==> src/rtl/serial_operand_datapath_pkg.sv <==
// Shared defaults and state type for the serial operand datapath.
package serial_operand_datapath_pkg;

  localparam int unsigned SOD_WIDTH  = 8;
  localparam int unsigned SOD_NREGS  = 4;
  localparam int unsigned SOD_ADDR_W = 2;
  localparam int unsigned SOD_CNT_W  = $clog2(SOD_WIDTH);

  typedef enum logic {
    ST_IDLE  = 1'b0,
    ST_SHIFT = 1'b1
  } sod_state_e;

endpackage

==> src/rtl/serial_operand_datapath_shift_reg.sv <==
// WIDTH-bit register with parallel load, right shift with serial-in at the MSB, and hold.
module serial_shift_reg
  import serial_operand_datapath_pkg::*;
#(
  parameter int unsigned WIDTH = SOD_WIDTH
) (
  input  logic             clk,
  input  logic             rst_n,
  input  logic             load_i,
  input  logic             shift_i,
  input  logic [WIDTH-1:0] load_data_i,
  input  logic             serial_i,
  output logic [WIDTH-1:0] q_o
);

  logic [WIDTH-1:0] q_q;

  always_ff @(posedge clk or negedge rst_n) begin
    if (!rst_n) begin
      q_q <= '0;
    end else if (load_i) begin
      q_q <= load_data_i;
    end else if (shift_i) begin
      q_q <= {serial_i, q_q[WIDTH-1:1]};
    end
  end

  assign q_o = q_q;

endmodule

==> src/rtl/serial_operand_datapath.sv <==
// Register file, accumulator and operand-B shifter feeding a bit-serial ALU LSB-first,
// with a bit counter that signals the last bit back to the control FSM.
module serial_operand_datapath
  import serial_operand_datapath_pkg::*;
#(
  parameter int unsigned WIDTH  = SOD_WIDTH,
  parameter int unsigned NREGS  = SOD_NREGS,
  parameter int unsigned ADDR_W = SOD_ADDR_W,
  localparam int unsigned CNT_W = $clog2(WIDTH)
) (
  input  logic              clk,
  input  logic              rst_n,
  input  logic              alu_start,
  input  logic              reg_shift_en,
  input  logic              acc_write_en,
  input  logic              acc_load_en,
  input  logic              reg_store_en,
  input  logic [ADDR_W-1:0] rs_sel,
  input  logic [ADDR_W-1:0] rd_sel,
  input  logic              use_imm,
  input  logic [WIDTH-1:0]  imm,
  input  logic [WIDTH-1:0]  load_data,
  input  logic              alu_result_bit,
  output logic              op_a_bit,
  output logic              op_b_bit,
  output logic [CNT_W-1:0]  bit_idx,
  output logic              busy,
  output logic              bit_done,
  output logic [WIDTH-1:0]  acc_out
);

  sod_state_e       state_q;
  logic [CNT_W-1:0] cnt_q;
  logic [WIDTH-1:0] regs_q [NREGS];
  logic [WIDTH-1:0] acc_q;
  logic [WIDTH-1:0] opb_q;
  logic [WIDTH-1:0] opb_d;

  logic busy_w;
  logic last_bit;
  logic shift_w;
  logic acc_load_w;
  logic acc_shift_w;
  logic store_w;

  assign busy_w   = (state_q == ST_SHIFT);
  assign last_bit = (cnt_q == CNT_W'(WIDTH - 1));

  // alu_start outranks everything; a restart while busy reloads operand B but leaves the accumulator as is.
  assign shift_w     = busy_w & reg_shift_en & ~alu_start;
  assign acc_shift_w = shift_w & acc_write_en;
  assign acc_load_w  = ~busy_w & acc_load_en & ~alu_start;
  assign store_w     = ~busy_w & reg_store_en & ~alu_start;

  always_comb begin
    opb_d = '0;
    for (int unsigned i = 0; i < NREGS; i++) begin
      if (rs_sel == ADDR_W'(i)) begin
        opb_d = regs_q[i];
      end
    end
    if (use_imm) begin
      opb_d = imm;
    end
  end

  always_ff @(posedge clk or negedge rst_n) begin
    if (!rst_n) begin
      state_q <= ST_IDLE;
      cnt_q   <= '0;
    end else if (alu_start) begin
      state_q <= ST_SHIFT;
      cnt_q   <= '0;
    end else if (shift_w) begin
      if (last_bit) begin
        state_q <= ST_IDLE;
        cnt_q   <= '0;
      end else begin
        cnt_q <= cnt_q + 1'b1;
      end
    end
  end

  // Out-of-range rd_sel matches no entry, so the write is dropped.
  always_ff @(posedge clk or negedge rst_n) begin
    if (!rst_n) begin
      for (int unsigned i = 0; i < NREGS; i++) begin
        regs_q[i] <= '0;
      end
    end else if (store_w) begin
      for (int unsigned i = 0; i < NREGS; i++) begin
        if (rd_sel == ADDR_W'(i)) begin
          regs_q[i] <= acc_q;
        end
      end
    end
  end

  serial_shift_reg #(
    .WIDTH(WIDTH)
  ) u_acc (
    .clk        (clk),
    .rst_n      (rst_n),
    .load_i     (acc_load_w),
    .shift_i    (acc_shift_w),
    .load_data_i(load_data),
    .serial_i   (alu_result_bit),
    .q_o        (acc_q)
  );

  serial_shift_reg #(
    .WIDTH(WIDTH)
  ) u_opb (
    .clk        (clk),
    .rst_n      (rst_n),
    .load_i     (alu_start),
    .shift_i    (shift_w),
    .load_data_i(opb_d),
    .serial_i   (1'b0),
    .q_o        (opb_q)
  );

  assign busy     = busy_w;
  assign bit_idx  = cnt_q;
  assign bit_done = busy_w & reg_shift_en & last_bit;
  assign op_a_bit = busy_w & acc_q[0];
  assign op_b_bit = busy_w & opb_q[0];
  assign acc_out  = acc_q;

endmodule

==> config.mk <==
export PLATFORM = sky130hd
export DESIGN_NAME = serial_operand_datapath
export DESIGN_NICKNAME = d
export VERILOG_FILES = /design/src/rtl/serial_operand_datapath_pkg.sv /design/src/rtl/serial_operand_datapath_shift_reg.sv /design/src/rtl/serial_operand_datapath.sv
export SDC_FILE = /design/constraint.sdc
export NUM_CORES = 1
export LEC_CHECK = 0
export CAP_MARGIN = 20
export CORE_ASPECT_RATIO = 0.8
export CORE_UTILIZATION = 50
export CTS_BUF_LIST = sky130_fd_sc_hd__clkbuf_4 sky130_fd_sc_hd__clkbuf_8
export DETAILED_ROUTE_END_ITERATION = 8
export PLACE_DENSITY_LB_ADDON = 0.12
export SLEW_MARGIN = 20
export SYNTH_ARGS = -nofsm -noshare
export SYNTH_HDL_FRONTEND = slang
export SYNTH_HIERARCHICAL = 1
export SYNTH_SLANG_ARGS = --single-unit
==> constraint.sdc <==
create_clock -name clk -period 1.4 [get_ports clk]
set_input_delay 0.28 -clock clk [delete_from_list [all_inputs] [get_ports clk]]
set_output_delay 0.28 -clock clk [all_outputs]
set_load 0.01 [all_outputs]
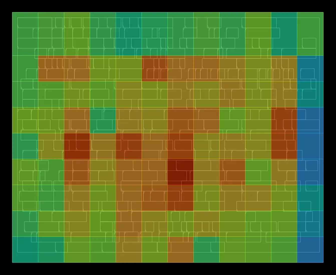
*Routing congestion*
detailed-route wire length per cell: 16.8 um
gr usage total: 22.8%
Post-Route Utilization: 72.0%
Top Usage Layer GRT: met2

==> results.py <==
# Metrics from the implementation run
metrics = {
    "logic_synthesis": {
        "yosys_most_used_dff": "dfrtp_1",
        "avgSynthCellArea_um2": 12.4,
        "synthCells": 211,
        "yosys.stat.seqShare_pct": 49.7,
        "floorplan.nets": 242,
        "ys_ff": 52,
    },
    "final_timing": {
        "post-route-min-period_ns": 1.58,
        "max_freq_ghz": 0.632,
        "drv_slew": 0,
        "finalSetupViolCount": 43,
        "fin_ws_ns": -0.183,
    },
    "setup_path": {
        "slowest_stage": "dfrtp_1",
        "worst_ep_required_time_ns": 1.12,
        "endpoint_kind": "primary output",
        "cp_cell_sequence": "ha_2, ha_4, and3_4, buf_6",
        "worstSetupPathType": "reg2out",
        "crit_path_start_kind": "flip-flop",
    },
    "die": {
        "boundaryPins": 44,
        "die_h_um": 66.7,
        "rows": 23,
    },
    "placed_design": {
        "gp_congestion": 0.740,
        "dp_hpwl_um": 3850,
        "dp_cells": 333,
    },
    "cts": {
        "clock_path_buffers": 2,
        "cts.clk_slew.worst_paths_ns": 0.09,
    },
    "pwr": {
        "p_sw_share_pct": 29.4,
        "p_leak_nw": 1.76,
        "clkPwrFrac_pct": 23.1,
        "p_per_area_mw_per_mm2": 1000,
        "power_switching_w": 0.00107,
        "peakVddDrop_uv": 781,
    },
    "routing": {
        "vias_per_cell": 5.31,
    },
    "run": {
        "cap_violations": 0,
    },
    "outcome": {
        "status": "finished with violations",
        "violations": "setup timing",
    },
    "layout": {
        "syn_to_final_growth_pct": 38.5,
        "final_cells": 354,
        "postLayoutCellArea_mm2": 0.00363,
    },
}
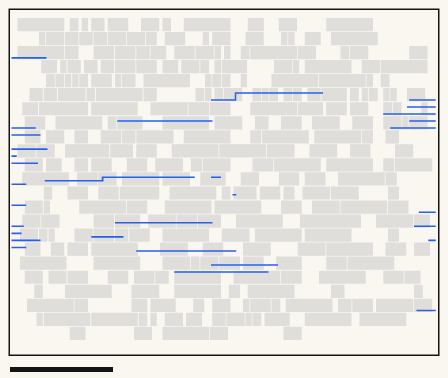
*The metal 3 layer*
The bar under the picture is 20 um long. Cells faint in the background.
longest straight run = 19.1 um
main direction = horizontal
total wire length: 5940 um
global-route met3 utilization: 5.95%
vias: 1878

per-stage QoR:
stage / hold WS (ns) / util (%)
after floorplan: -0.0156 / -
after global placement: 0.294 / 65.8
after detailed placement: 0.292 / 65.8
after CTS: 0.498 / 70.8
after global routing: 0.494 / 72.0
final: 0.483 / 72.0
Yosys cell counts, types with 2 or more instances:
master   count  area, um^2
inv_1        8        30.0
mux2_2      32         360
dfrtp_1     52        1300
o22ai_1      8        50.1
nor2_1       3        11.3
o21ai_1     16        80.1
buf_6        6        67.6
ha_1         2        25.0
nand2_1     20        75.1
and2_2       3        22.5
nand3_1      2        10.0
buf_2        2        10.0
mux2i_1     17         170
a21oi_1     10        50.1
mux2_4      16         240
state kept, by name, indices dropped and copies added (netlist names):
signal,flops
u_acc/q_o,8
bit_idx,3
u_opb/q_o,8
busy,1
regs_q,32
critical path: cells and delay by family (launching register included):
| family | cells | cell delay [ns] |
|---|---|---|
| DFF | 1 | 0.39 |
| adders and majority gates | 2 | 0.36 |
| buffers and inverters | 1 | 0.11 |
| and+or+nand+nor | 1 | 0.14 |
layout by cell type (no fill, tap or decap), types with 5 or more instances in the layout:
master           count
dfrtp_1             51
mux2_2              31
clkdlybuf4s50_1     25
buf_4               25
nand2_1             18
mux2_4              17
o21ai_1             16
mux2i_1             13
buf_6               13
a21oi_1             10
dlygate4sd2_1       10
inv_1                8
o22ai_1              6
buf_12               6
clkbuf_8             5
per-layer routing:
layer / GRT usage, % / vias to the layer above / routed length, um
met5: 0 / - / 0
met4: 5.82 / 0 / 66
met3: 5.95 / 9 / 236
met2: 36.6 / 33 / 2760
met1: 31.1 / 924 / 2870
li1: - / 912 / -
cells by family after synthesis:
logic type               after synthesis  synth area share, %
multiplexers                          65                 29.4
flip-flops                            52                 49.7
AND/OR/NAND/NOR                       37                 7.88
AND-OR/OR-AND                         35                 7.21
buffers and inverters                 19                 4.68
adder cells (fa/ha/maj)                2                0.955
other                                  1                0.143
worst paths after layout:
path | startpoint | to | cells after the start
setup / recovery | bit_idx[0] | bit_done | 4
hold / removal | rst_n | regs_q[4] | 3
setup reg to reg | busy | regs_q[12] | 5
hold reg to reg | regs_q[17] | regs_q[17] | 1
max in group asynchronous | rst_n | busy | 3
min in group clk | regs_q[17] | regs_q[17] | 1
repair_timing:
item                                    CTS  global route
buffers inserted                          9             3
resized                                  51            16
hold endpoints to repair                 52             0
gates cloned                              1             0
endpoints found under the setup margin   60            50
hold buffers                              1             0
pin swaps                                 4             7
power groups by stage:
stage          registers, W  clock network (W)  logic [W]
2_1_floorplan       0.00187                  0   0.000280
5_1_grt             0.00175           0.000938    0.00117
3_5_place_dp        0.00176                  0    0.00107
6_report            0.00173           0.000840    0.00108
4_1_cts             0.00173           0.000854    0.00104
3_3_place_gp        0.00176                  0    0.00107
layout make-up:
cell class | count | area, um^2
inverter | 8 | 30.0
tap | 62 | 77.6
multi-input combinational | 140 | 1280
clock inverter | 1 | 5.00
timing repair buffer | 85 | 860
clock buffer | 6 | 76.3
sequential | 52 | 1300
fill | 365 | 1410
Power and IR drop assume default switching activity.
